===== config.mk =====
export PLATFORM = sky130hd
export DESIGN_NAME = ref_data_prefetcher
export DESIGN_NICKNAME = d
export VERILOG_FILES = /design/src/rtl/md_ref_pkg.sv /design/src/rtl/ref_fifo.sv /design/src/rtl/ref_data_prefetcher.sv
export SDC_FILE = /design/constraint.sdc
export NUM_CORES = 1
export LEC_CHECK = 0
export CAP_MARGIN = 20
export CORE_AREA = 2 2 211 213
export DETAILED_ROUTE_END_ITERATION = 6
export DIE_AREA = 0 0 213 215
export GPL_ROUTABILITY_DRIVEN = 0
export SYNTH_ARGS = -nofsm -noshare
export SYNTH_HDL_FRONTEND = slang
export SYNTH_SLANG_ARGS = --single-unit

===== constraint.sdc =====
create_clock -name clk -period 10.42 [get_ports clk]
set_input_delay 1.042 -clock clk [delete_from_list [all_inputs] [get_ports clk]]
set_output_delay 1.042 -clock clk [all_outputs]
set_load 0.01 [all_outputs]

===== src/rtl/md_ref_pkg.sv =====
// Package: md_ref_pkg
// Shared types for the reference-particle prefetcher.
//   ref_state_e      : prefetcher FSM states (IDLE / WAIT_HDR / RUN / DONE)
//   ref_entry_t      : one buffered reference {id, x, y, z} at the default widths
//   DEFAULT_*        : default widths used by the top-level parameters
package md_ref_pkg;

  localparam int DEFAULT_OFFSET_WIDTH      = 29;
  localparam int DEFAULT_CELL_ID_WIDTH     = 3;
  localparam int DEFAULT_DATA_WIDTH        = DEFAULT_CELL_ID_WIDTH + DEFAULT_OFFSET_WIDTH;
  localparam int DEFAULT_PARTICLE_ID_WIDTH = 7;

  typedef enum logic [1:0] {
    ST_IDLE     = 2'd0,
    ST_WAIT_HDR = 2'd1,
    ST_RUN      = 2'd2,
    ST_DONE     = 2'd3
  } ref_state_e;

  typedef struct packed {
    logic [DEFAULT_PARTICLE_ID_WIDTH-1:0] id;
    logic [DEFAULT_DATA_WIDTH-1:0]        x;
    logic [DEFAULT_DATA_WIDTH-1:0]        y;
    logic [DEFAULT_DATA_WIDTH-1:0]        z;
  } ref_entry_t;

endpackage


===== src/rtl/ref_fifo.sv =====
// Module: ref_fifo
// Synchronous FIFO holding prefetched reference entries.
//   clk, rst   : clock, synchronous active-high reset
//   flush      : empties the FIFO (pointers/occupancy cleared, head value held)
//   push, din  : write one entry (ignored when full)
//   pop        : retire the head entry (ignored when empty)
//   dout       : registered head entry; holds its last value while empty
//   full/empty : occupancy flags
// Push and pop in the same cycle both take effect. DEPTH must be a power of 2.
module ref_fifo #(
  parameter int WIDTH = 8,
  parameter int DEPTH = 4
) (
  input  logic             clk,
  input  logic             rst,
  input  logic             flush,
  input  logic             push,
  input  logic [WIDTH-1:0] din,
  input  logic             pop,
  output logic [WIDTH-1:0] dout,
  output logic             full,
  output logic             empty
);

  localparam int AW = $clog2(DEPTH);
  localparam logic [AW:0] DEPTH_C = DEPTH[AW:0];
  localparam logic [AW:0] ONE_C   = {{AW{1'b0}}, 1'b1};

  logic [WIDTH-1:0] mem [DEPTH];

  logic [AW-1:0]    wr_ptr_q, wr_ptr_d;
  logic [AW-1:0]    rd_ptr_q, rd_ptr_d;
  logic [AW:0]      count_q, count_d;
  logic [WIDTH-1:0] head_q, head_d;
  logic [AW-1:0]    rd_next;
  logic             do_push;
  logic             do_pop;

  assign full  = (count_q == DEPTH_C);
  assign empty = (count_q == '0);
  assign dout  = head_q;

  always_comb begin
    do_push  = push && !full && !flush;
    do_pop   = pop && !empty && !flush;
    rd_next  = rd_ptr_q + 1'b1;
    wr_ptr_d = wr_ptr_q;
    rd_ptr_d = rd_ptr_q;
    count_d  = count_q;
    head_d   = head_q;

    if (flush) begin
      wr_ptr_d = '0;
      rd_ptr_d = '0;
      count_d  = '0;
    end else begin
      if (do_push) wr_ptr_d = wr_ptr_q + 1'b1;
      if (do_pop)  rd_ptr_d = rd_next;
      case ({do_push, do_pop})
        2'b10:   count_d = count_q + ONE_C;
        2'b01:   count_d = count_q - ONE_C;
        default: count_d = count_q;
      endcase
      // The head register is a bypassed read: a push into an empty FIFO (or
      // one that is draining its last entry) lands directly on the output;
      // otherwise a pop fetches the next stored entry.
      if (do_push && (empty || (do_pop && count_q == ONE_C))) begin
        head_d = din;
      end else if (do_pop && count_q > ONE_C) begin
        head_d = mem[rd_next];
      end
    end
  end

  always_ff @(posedge clk) begin
    if (do_push) mem[wr_ptr_q] <= din;
  end

  always_ff @(posedge clk) begin
    if (rst) begin
      wr_ptr_q <= '0;
      rd_ptr_q <= '0;
      count_q  <= '0;
      head_q   <= '0;
    end else begin
      wr_ptr_q <= wr_ptr_d;
      rd_ptr_q <= rd_ptr_d;
      count_q  <= count_d;
      head_q   <= head_d;
    end
  end

endmodule


===== src/rtl/ref_data_prefetcher.sv =====
// Module: ref_data_prefetcher
// Snoops the home-cell broadcast stream, latches the particle count from the
// header beat, and prefetches the next NUM_REF reference particles (in ID
// order) into a small FIFO feeding the force pipeline.
//   clk, rst                 : clock, synchronous active-high reset
//   start                    : begin a new home cell, flushes all state
//   hdr_valid                : header beat, count in raw_pos_x[PARTICLE_ID_WIDTH-1:0]
//   bcast_valid, bcast_id    : particle beat and its 1-based ID
//   raw_pos_x/y/z            : broadcast offsets
//   ref_advance              : pop the current reference
//   ref_valid, ref_id, ref_* : head of the buffer ({CELL_ID, offset} positions)
//   ref_particle_count       : latched count
//   cell_done                : every reference delivered and popped
//   err                      : sticky protocol error
// Optional feature macro: REF_PROTOCOL_CHECK_EN enables the err checker;
// without it err is tied to 0.
module ref_data_prefetcher
  import md_ref_pkg::*;
#(
  parameter int OFFSET_WIDTH      = DEFAULT_OFFSET_WIDTH,
  parameter int DATA_WIDTH        = DEFAULT_DATA_WIDTH,
  parameter int PARTICLE_ID_WIDTH = DEFAULT_PARTICLE_ID_WIDTH,
  parameter int CELL_ID_WIDTH     = DEFAULT_CELL_ID_WIDTH,
  parameter logic [CELL_ID_WIDTH-1:0] CELL_ID = 3'b010,
  parameter int NUM_REF           = 4
) (
  input  logic                         clk,
  input  logic                         rst,
  input  logic                         start,
  input  logic                         hdr_valid,
  input  logic                         bcast_valid,
  input  logic [PARTICLE_ID_WIDTH-1:0] bcast_id,
  input  logic [OFFSET_WIDTH-1:0]      raw_pos_x,
  input  logic [OFFSET_WIDTH-1:0]      raw_pos_y,
  input  logic [OFFSET_WIDTH-1:0]      raw_pos_z,
  input  logic                         ref_advance,
  output logic                         ref_valid,
  output logic [PARTICLE_ID_WIDTH-1:0] ref_id,
  output logic [DATA_WIDTH-1:0]        ref_x,
  output logic [DATA_WIDTH-1:0]        ref_y,
  output logic [DATA_WIDTH-1:0]        ref_z,
  output logic [PARTICLE_ID_WIDTH-1:0] ref_particle_count,
  output logic                         cell_done,
  output logic                         err
);

  localparam int PID     = PARTICLE_ID_WIDTH;
  localparam int ENTRY_W = PID + 3 * DATA_WIDTH;

  ref_state_e           state_q, state_d;
  // One bit wider than the count so a full-scale count terminates cleanly.
  logic [PID:0]         capture_id_q, capture_id_d;
  logic [PID-1:0]       count_q, count_d;

  logic                 fifo_flush;
  logic                 fifo_push;
  logic                 fifo_pop;
  logic                 fifo_full;
  logic                 fifo_empty;
  logic [ENTRY_W-1:0]   fifo_din;
  logic [ENTRY_W-1:0]   fifo_dout;
  logic                 capture_hit;

  assign fifo_din = {bcast_id,
                     CELL_ID, raw_pos_x,
                     CELL_ID, raw_pos_y,
                     CELL_ID, raw_pos_z};

  ref_fifo #(
    .WIDTH (ENTRY_W),
    .DEPTH (NUM_REF)
  ) u_fifo (
    .clk   (clk),
    .rst   (rst),
    .flush (fifo_flush),
    .push  (fifo_push),
    .din   (fifo_din),
    .pop   (fifo_pop),
    .dout  (fifo_dout),
    .full  (fifo_full),
    .empty (fifo_empty)
  );

  always_comb begin
    state_d      = state_q;
    capture_id_d = capture_id_q;
    count_d      = count_q;
    fifo_flush   = 1'b0;
    fifo_push    = 1'b0;
    fifo_pop     = 1'b0;
    capture_hit  = (state_q == ST_RUN) && bcast_valid &&
                   ({1'b0, bcast_id} == capture_id_q) &&
                   (capture_id_q <= {1'b0, count_q});

    if (start) begin
      // start overrides every other input in the same cycle.
      fifo_flush   = 1'b1;
      state_d      = ST_WAIT_HDR;
      capture_id_d = {{PID{1'b0}}, 1'b1};
      count_d      = '0;
    end else begin
      fifo_pop  = ref_advance && !fifo_empty;
      // A match while full is dropped; the same ID is caught on a later pass.
      fifo_push = capture_hit && !fifo_full;
      if (fifo_push) capture_id_d = capture_id_q + 1'b1;

      case (state_q)
        ST_WAIT_HDR: begin
          if (hdr_valid) begin
            count_d = raw_pos_x[PID-1:0];
            state_d = (raw_pos_x[PID-1:0] == '0) ? ST_DONE : ST_RUN;
          end
        end
        ST_RUN: begin
          if (capture_id_q > {1'b0, count_q} && fifo_empty &&
              !fifo_push && !fifo_pop) begin
            state_d = ST_DONE;
          end
        end
        default: state_d = state_q;
      endcase
    end
  end

  always_ff @(posedge clk) begin
    if (rst) begin
      state_q      <= ST_IDLE;
      capture_id_q <= {{PID{1'b0}}, 1'b1};
      count_q      <= '0;
    end else begin
      state_q      <= state_d;
      capture_id_q <= capture_id_d;
      count_q      <= count_d;
    end
  end

  assign ref_valid          = !fifo_empty;
  assign ref_id             = fifo_dout[ENTRY_W-1 -: PID];
  assign ref_x              = fifo_dout[3*DATA_WIDTH-1 -: DATA_WIDTH];
  assign ref_y              = fifo_dout[2*DATA_WIDTH-1 -: DATA_WIDTH];
  assign ref_z              = fifo_dout[DATA_WIDTH-1 -: DATA_WIDTH];
  assign ref_particle_count = count_q;
  assign cell_done          = (state_q == ST_DONE);

`ifdef REF_PROTOCOL_CHECK_EN
  logic err_q, err_d;

  always_comb begin
    err_d = err_q;
    if (start) begin
      err_d = 1'b0;
    end else if ((ref_advance && fifo_empty) ||
                 (hdr_valid && state_q == ST_RUN) ||
                 (bcast_valid && state_q == ST_RUN && bcast_id > count_q)) begin
      err_d = 1'b1;
    end
  end

  always_ff @(posedge clk) begin
    if (rst) err_q <= 1'b0;
    else     err_q <= err_d;
  end

  assign err = err_q;
`else
  assign err = 1'b0;
`endif

endmodule


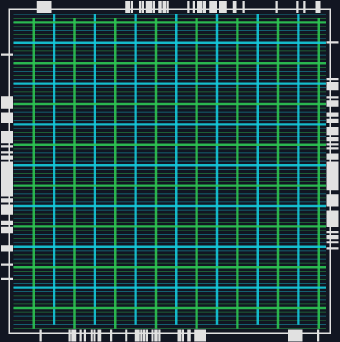
Fig. 1. Supply network (run 1).
(1.5 px per micron) Pins as bars on the die edge.
VDD -> cyan
VSS -> green
met1 rails = 78
met4 straps = 15
met5 straps = 15
rows = 77
signal pins = 213
placeable core area: 43600 sq um
die span in x: 213 microns
Worst IR Drop VDD: 0.000117 V

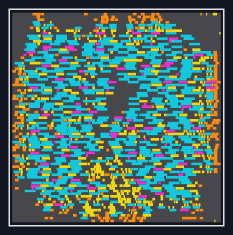
Fig. 2. Placed cells, one colour a class (run 1).
(1 px per micron) Fill, decap, tap and diode cells in grey.
flops -> cyan  # cells 495
clock drivers and dummy loads -> magenta  # cells 95
other buffers and delay cells -> orange  # cells 221
all other logic -> yellow  # cells 538
post-layout utilization of the core: 53.0%
register share of the cell area: 59.1%
final standard cell area without fillers: 23100 sq um
Core Rows: 77

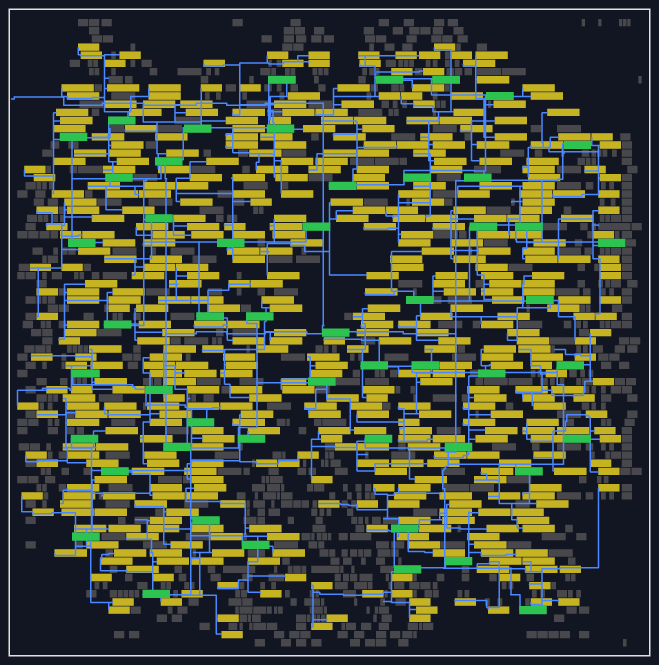
Fig. 3. Clock network drawn from the DEF (run 1).
(3 px per micron)
cells driving clock nets -> green  # count 51
flip-flops -> yellow  # count 495
clock wires -> blue  # length 5660 microns
flops lie = widely spread
routed clock nets = 52
worst-skew pair later-pin latency: 570 ps
Max Clock Skew: 10.4 ps

==> flow_results.xml, run 1 <==
<?xml version="1.0" encoding="UTF-8"?>
<metrics>
  <group name="hold_path">
    <metric name="kind_of_path_behind_the_tightest_hold_check" unit="">register to register</metric>
    <metric name="worstHoldStart" unit="">u_fifo.dout[84]</metric>
  </group>
  <group name="cts">
    <metric name="cts.hold.buffers_added" unit="">0</metric>
    <metric name="tritoncts_buffers" unit="">51</metric>
    <metric name="tritoncts" unit="">done</metric>
  </group>
  <group name="cells_and_area">
    <metric name="area_delta_synth_final" unit="%">22.1</metric>
    <metric name="signal_buffers" unit="">221</metric>
    <metric name="antenna-diode-count" unit="">1</metric>
    <metric name="non_clock_inverter_count" unit="">17</metric>
    <metric name="sequential_cell_area" unit="sq um">13700</metric>
    <metric name="final_cell_mix" unit="">376 x edfxtp_1, 204 x clkdlybuf4s50_1, 117 x dfxtp_1, 106 x a21oi_1, 100 x nand3_1</metric>
    <metric name="signal_buffer_area_fraction" unit="%">9.38</metric>
    <metric name="multi_input_comb_cells" unit="">521</metric>
    <metric name="clockNetworkAreaShare" unit="%">7.11</metric>
    <metric name="nFlopsAndLatches" unit="">495</metric>
    <metric name="n_clock_buffer" unit="">78</metric>
    <metric name="top_register" unit="">u_fifo.mem</metric>
    <metric name="final_common_cell" unit="">edfxtp_1</metric>
  </group>
  <group name="power_and_ir_drop">
    <metric name="leakagePower" unit="nW">7.11</metric>
    <metric name="seq_power" unit="mW">2.12</metric>
    <metric name="internal_power" unit="mW">3.20</metric>
    <metric name="report.power.total" unit="mW">3.96</metric>
    <metric name="seq_power_share" unit="%">53.5</metric>
    <metric name="power.share.switching" unit="%">19.4</metric>
    <metric name="power_density" unit="nW/um^2">171</metric>
    <metric name="clkPwrFrac" unit="%">44.3</metric>
    <metric name="power-top-group" unit="">sequential cells</metric>
    <metric name="power.clock.total" unit="mW">1.76</metric>
  </group>
  <group name="detailed_routing">
    <metric name="drt_first_iter_violations" unit="">816</metric>
    <metric name="routed_via_density" unit="">5.54</metric>
    <metric name="wl" unit="microns">43000</metric>
    <metric name="drt_antenna_net_count" unit="">0</metric>
    <metric name="met1Wirelength" unit="microns">19500</metric>
    <metric name="post-route-drc-count" unit="">0</metric>
    <metric name="dr_total_vias" unit="">10768</metric>
    <metric name="top_layer_used" unit="">met5</metric>
  </group>
  <group name="synthesis">
    <metric name="synth_area_per_cell" unit="sq um">17.0</metric>
    <metric name="xor_area_share" unit="%">0.601</metric>
    <metric name="postSynthCellCount" unit="">1112</metric>
    <metric name="synth.cellmix.simpleShare" unit="%">4.12</metric>
    <metric name="synth-seq-area-share" unit="%">72.2</metric>
    <metric name="common_cells" unit="">376 x edfxtp_1, 119 x dfxtp_1, 106 x a21oi_1, 100 x nand3_1</metric>
    <metric name="synth-edff-count" unit="">376</metric>
    <metric name="synth.largest_area_cell" unit="">edfxtp_1</metric>
    <metric name="synth_area" unit="sq um">18900</metric>
    <metric name="post_synth_main_logic_family" unit="">multiplexers</metric>
    <metric name="asyncSetResetFlopFracSynth" unit="%">0</metric>
    <metric name="area_share_of_the_largest_cell_type_after_synthesis" unit="%">59.6</metric>
    <metric name="synth.cellmix.compoundShare" unit="%">7.47</metric>
    <metric name="numSynthFlops" unit="">495</metric>
    <metric name="adder_share" unit="%">1.12</metric>
    <metric name="ys.flop_type" unit="">edfxtp_1</metric>
  </group>
  <group name="critical_path">
    <metric name="termination_of_the_worst_setup_path" unit="">u_fifo.mem[1][25]</metric>
    <metric name="crit_path_top_delay_cell" unit="">buf_4</metric>
    <metric name="timing.critical_path.arrival" unit="ps">4730</metric>
    <metric name="beginning_of_the_critical_path" unit="">bcast_id[6]</metric>
    <metric name="endpoint_kind" unit="">register</metric>
    <metric name="path_max_fanout" unit="">69</metric>
    <metric name="critical_path.reg2reg.startpoint" unit="">capture_id_q[5]</metric>
    <metric name="start_kind" unit="">input pin</metric>
    <metric name="reg2reg_slack" unit="ps">6170</metric>
    <metric name="path_class" unit="">input pin to register</metric>
    <metric name="cell_type_group_with_the_largest_total_delay_on_the_critical_path" unit="">buffers and inverters</metric>
  </group>
  <group name="global_routing">
    <metric name="global_route_total_usage_across_every_layer" unit="%">18.9</metric>
    <metric name="grt_first_pass_wirelength" unit="microns">65800</metric>
    <metric name="first_global_vias" unit="">11000</metric>
    <metric name="global_routing_usage_on_met2" unit="%">29.9</metric>
    <metric name="use_met3" unit="%">3.48</metric>
  </group>
  <group name="sta">
    <metric name="rsz0062_at_grt" unit="">false</metric>
    <metric name="finalHoldWorstSlack" unit="ps">464</metric>
    <metric name="totalNegativeSetupSlack" unit="ps">0</metric>
    <metric name="min_period" unit="ps">4540</metric>
    <metric name="worst_slack" unit="ps">5880</metric>
  </group>
  <group name="floorplanning">
    <metric name="tap_cells" unit="">592</metric>
    <metric name="initCoreUtil" unit="%">43.4</metric>
  </group>
  <group name="status">
    <metric name="outcome" unit="">finished, final reports clean</metric>
  </group>
  <group name="placement">
    <metric name="detailedPlacementHpwl" unit="microns">25400</metric>
    <metric name="port_buffers" unit="">205</metric>
    <metric name="placement.setup.worst_slack" unit="ps">5200</metric>
  </group>
  <group name="flow_run">
    <metric name="log.warning_count" unit="">32</metric>
  </group>
</metrics>
--- run 2 (diff from run 1) ---
--- a/config.mk
+++ b/config.mk
@@ -10,6 +10,7 @@
 export DETAILED_ROUTE_END_ITERATION = 6
 export DIE_AREA = 0 0 213 215
 export GPL_ROUTABILITY_DRIVEN = 0
+export PLACE_DENSITY = 0.67
 export SYNTH_ARGS = -nofsm -noshare
 export SYNTH_HDL_FRONTEND = slang
 export SYNTH_SLANG_ARGS = --single-unit
==> constraint.sdc (replaced) <==
create_clock -name clk -period 4.05 [get_ports clk]
set_input_delay 0.405 -clock clk [delete_from_list [all_inputs] [get_ports clk]]
set_output_delay 0.405 -clock clk [all_outputs]
set_load 0.01 [all_outputs]
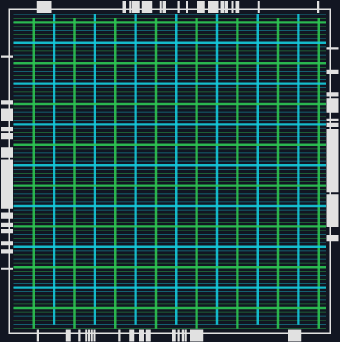
Fig. 4. Supply network (run 2).
(1.5 px per micron) Pins as bars on the die edge.
VSS -> green
VDD -> cyan
met5 straps = 15
signal pins = 213
rows = 77
met4 straps = 15
Worst IR Drop VDD: 0.000295 V
die outline height: 215 microns

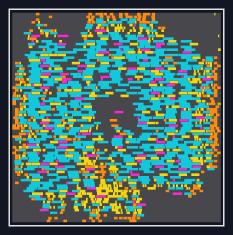
Fig. 5. Placed cells, one colour a class (run 2).
(1 px per micron) Fill, decap, tap and diode cells in grey.
other buffers and delay cells -> orange  # cells 240
flops -> cyan  # cells 495
clock drivers and dummy loads -> magenta  # cells 92
all other logic -> yellow  # cells 538
register share of the cell area: 58.4%
final standard cell area without fillers: 23400 sq um
post-layout utilization of the core: 53.7%

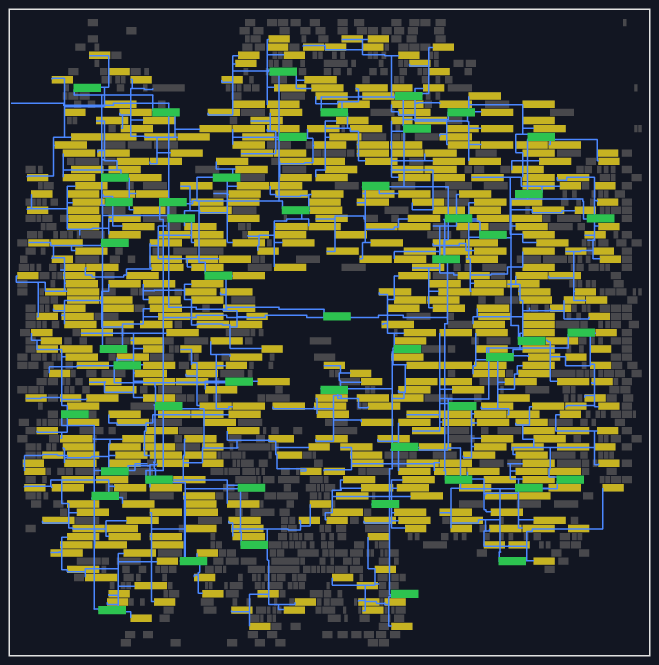
Fig. 6. Clock network drawn from the DEF (run 2).
(3 px per micron)
clock wires -> blue  # length 5580 microns
flip-flops -> yellow  # count 495
cells driving clock nets -> green  # count 49
flops lie = widely spread
Max Clock Skew: 15.5 ps
Clk. pwr: 4.63 mW
share of total power in the clock network: 44.9%

==> run 2 against run 1 <==
Largest power group unchanged. Worst setup slack worse by 5000 ps. Hold slack worse by 140 ps. Non-clock buffer count up 19. Clock skew up 5.1 ps. Final cell count up 0.88%. Critical path depth up 3. Via count up 0.89%. Global-route usage down 0.19 points. Sequential share of layout area down 0.70 points. Sequential cell count unchanged.
==> flow_results.xml, run 2 <==
<?xml version="1.0" encoding="UTF-8"?>
<metrics>
  <group name="synthesis">
    <metric name="synth-edff-count" unit="">376</metric>
    <metric name="synth_area_per_cell" unit="sq um">17.0</metric>
    <metric name="synth.cellmix.simpleShare" unit="%">4.12</metric>
    <metric name="post_synth_main_logic_family" unit="">multiplexers</metric>
    <metric name="synth.cellmix.compoundShare" unit="%">7.47</metric>
    <metric name="postSynthCellCount" unit="">1112</metric>
    <metric name="synth.largest_area_cell" unit="">edfxtp_1</metric>
    <metric name="numSynthFlops" unit="">495</metric>
    <metric name="adder_share" unit="%">1.12</metric>
    <metric name="synth-seq-area-share" unit="%">72.2</metric>
  </group>
  <group name="cts">
    <metric name="insertion_delay" unit="ps">570</metric>
    <metric name="tritoncts" unit="">done</metric>
    <metric name="cts.hold.buffers_added" unit="">0</metric>
  </group>
  <group name="critical_path">
    <metric name="path_max_fanout" unit="">43</metric>
    <metric name="endpoint_kind" unit="">register</metric>
    <metric name="termination_of_the_worst_setup_path" unit="">u_fifo.mem[0][48]</metric>
    <metric name="start_kind" unit="">register</metric>
    <metric name="critical_path.reg2reg.startpoint" unit="">ref_particle_count[5]</metric>
    <metric name="reg2reg_slack" unit="ps">900</metric>
  </group>
  <group name="hold_path">
    <metric name="worstHoldStart" unit="">rst</metric>
    <metric name="kind_of_path_behind_the_tightest_hold_check" unit="">input pin to register</metric>
  </group>
  <group name="floorplanning">
    <metric name="initCoreUtil" unit="%">43.4</metric>
    <metric name="core_region_area" unit="sq um">43600</metric>
    <metric name="tap_cells" unit="">592</metric>
    <metric name="core.rowCount" unit="">77</metric>
  </group>
  <group name="sta">
    <metric name="worst_slack" unit="ps">897</metric>
    <metric name="totalNegativeSetupSlack" unit="ps">0</metric>
  </group>
  <group name="power_and_ir_drop">
    <metric name="report.power.total" unit="mW">10.3</metric>
    <metric name="seq_power_share" unit="%">52.9</metric>
    <metric name="power.share.switching" unit="%">19.2</metric>
    <metric name="power_density" unit="nW/um^2">440</metric>
  </group>
  <group name="placement">
    <metric name="port_buffers" unit="">205</metric>
    <metric name="detailedPlacementHpwl" unit="microns">25900</metric>
  </group>
  <group name="detailed_routing">
    <metric name="routed_via_density" unit="">5.55</metric>
    <metric name="post-route-drc-count" unit="">0</metric>
    <metric name="drt_antenna_net_count" unit="">0</metric>
    <metric name="drt_first_iter_violations" unit="">883</metric>
    <metric name="dr_total_vias" unit="">10864</metric>
  </group>
  <group name="global_routing">
    <metric name="use_met3" unit="%">4.27</metric>
    <metric name="global_route_total_usage_across_every_layer" unit="%">18.7</metric>
    <metric name="global_routing_usage_on_met2" unit="%">29.6</metric>
  </group>
  <group name="cells_and_area">
    <metric name="top_register" unit="">u_fifo.mem</metric>
    <metric name="nFlopsAndLatches" unit="">495</metric>
    <metric name="area_delta_synth_final" unit="%">23.6</metric>
    <metric name="n_clock_buffer" unit="">74</metric>
    <metric name="antenna-diode-count" unit="">2</metric>
  </group>
  <group name="status">
    <metric name="outcome" unit="">finished, final reports clean</metric>
  </group>
</metrics>
Power is estimated from default activity; no workload was simulated.
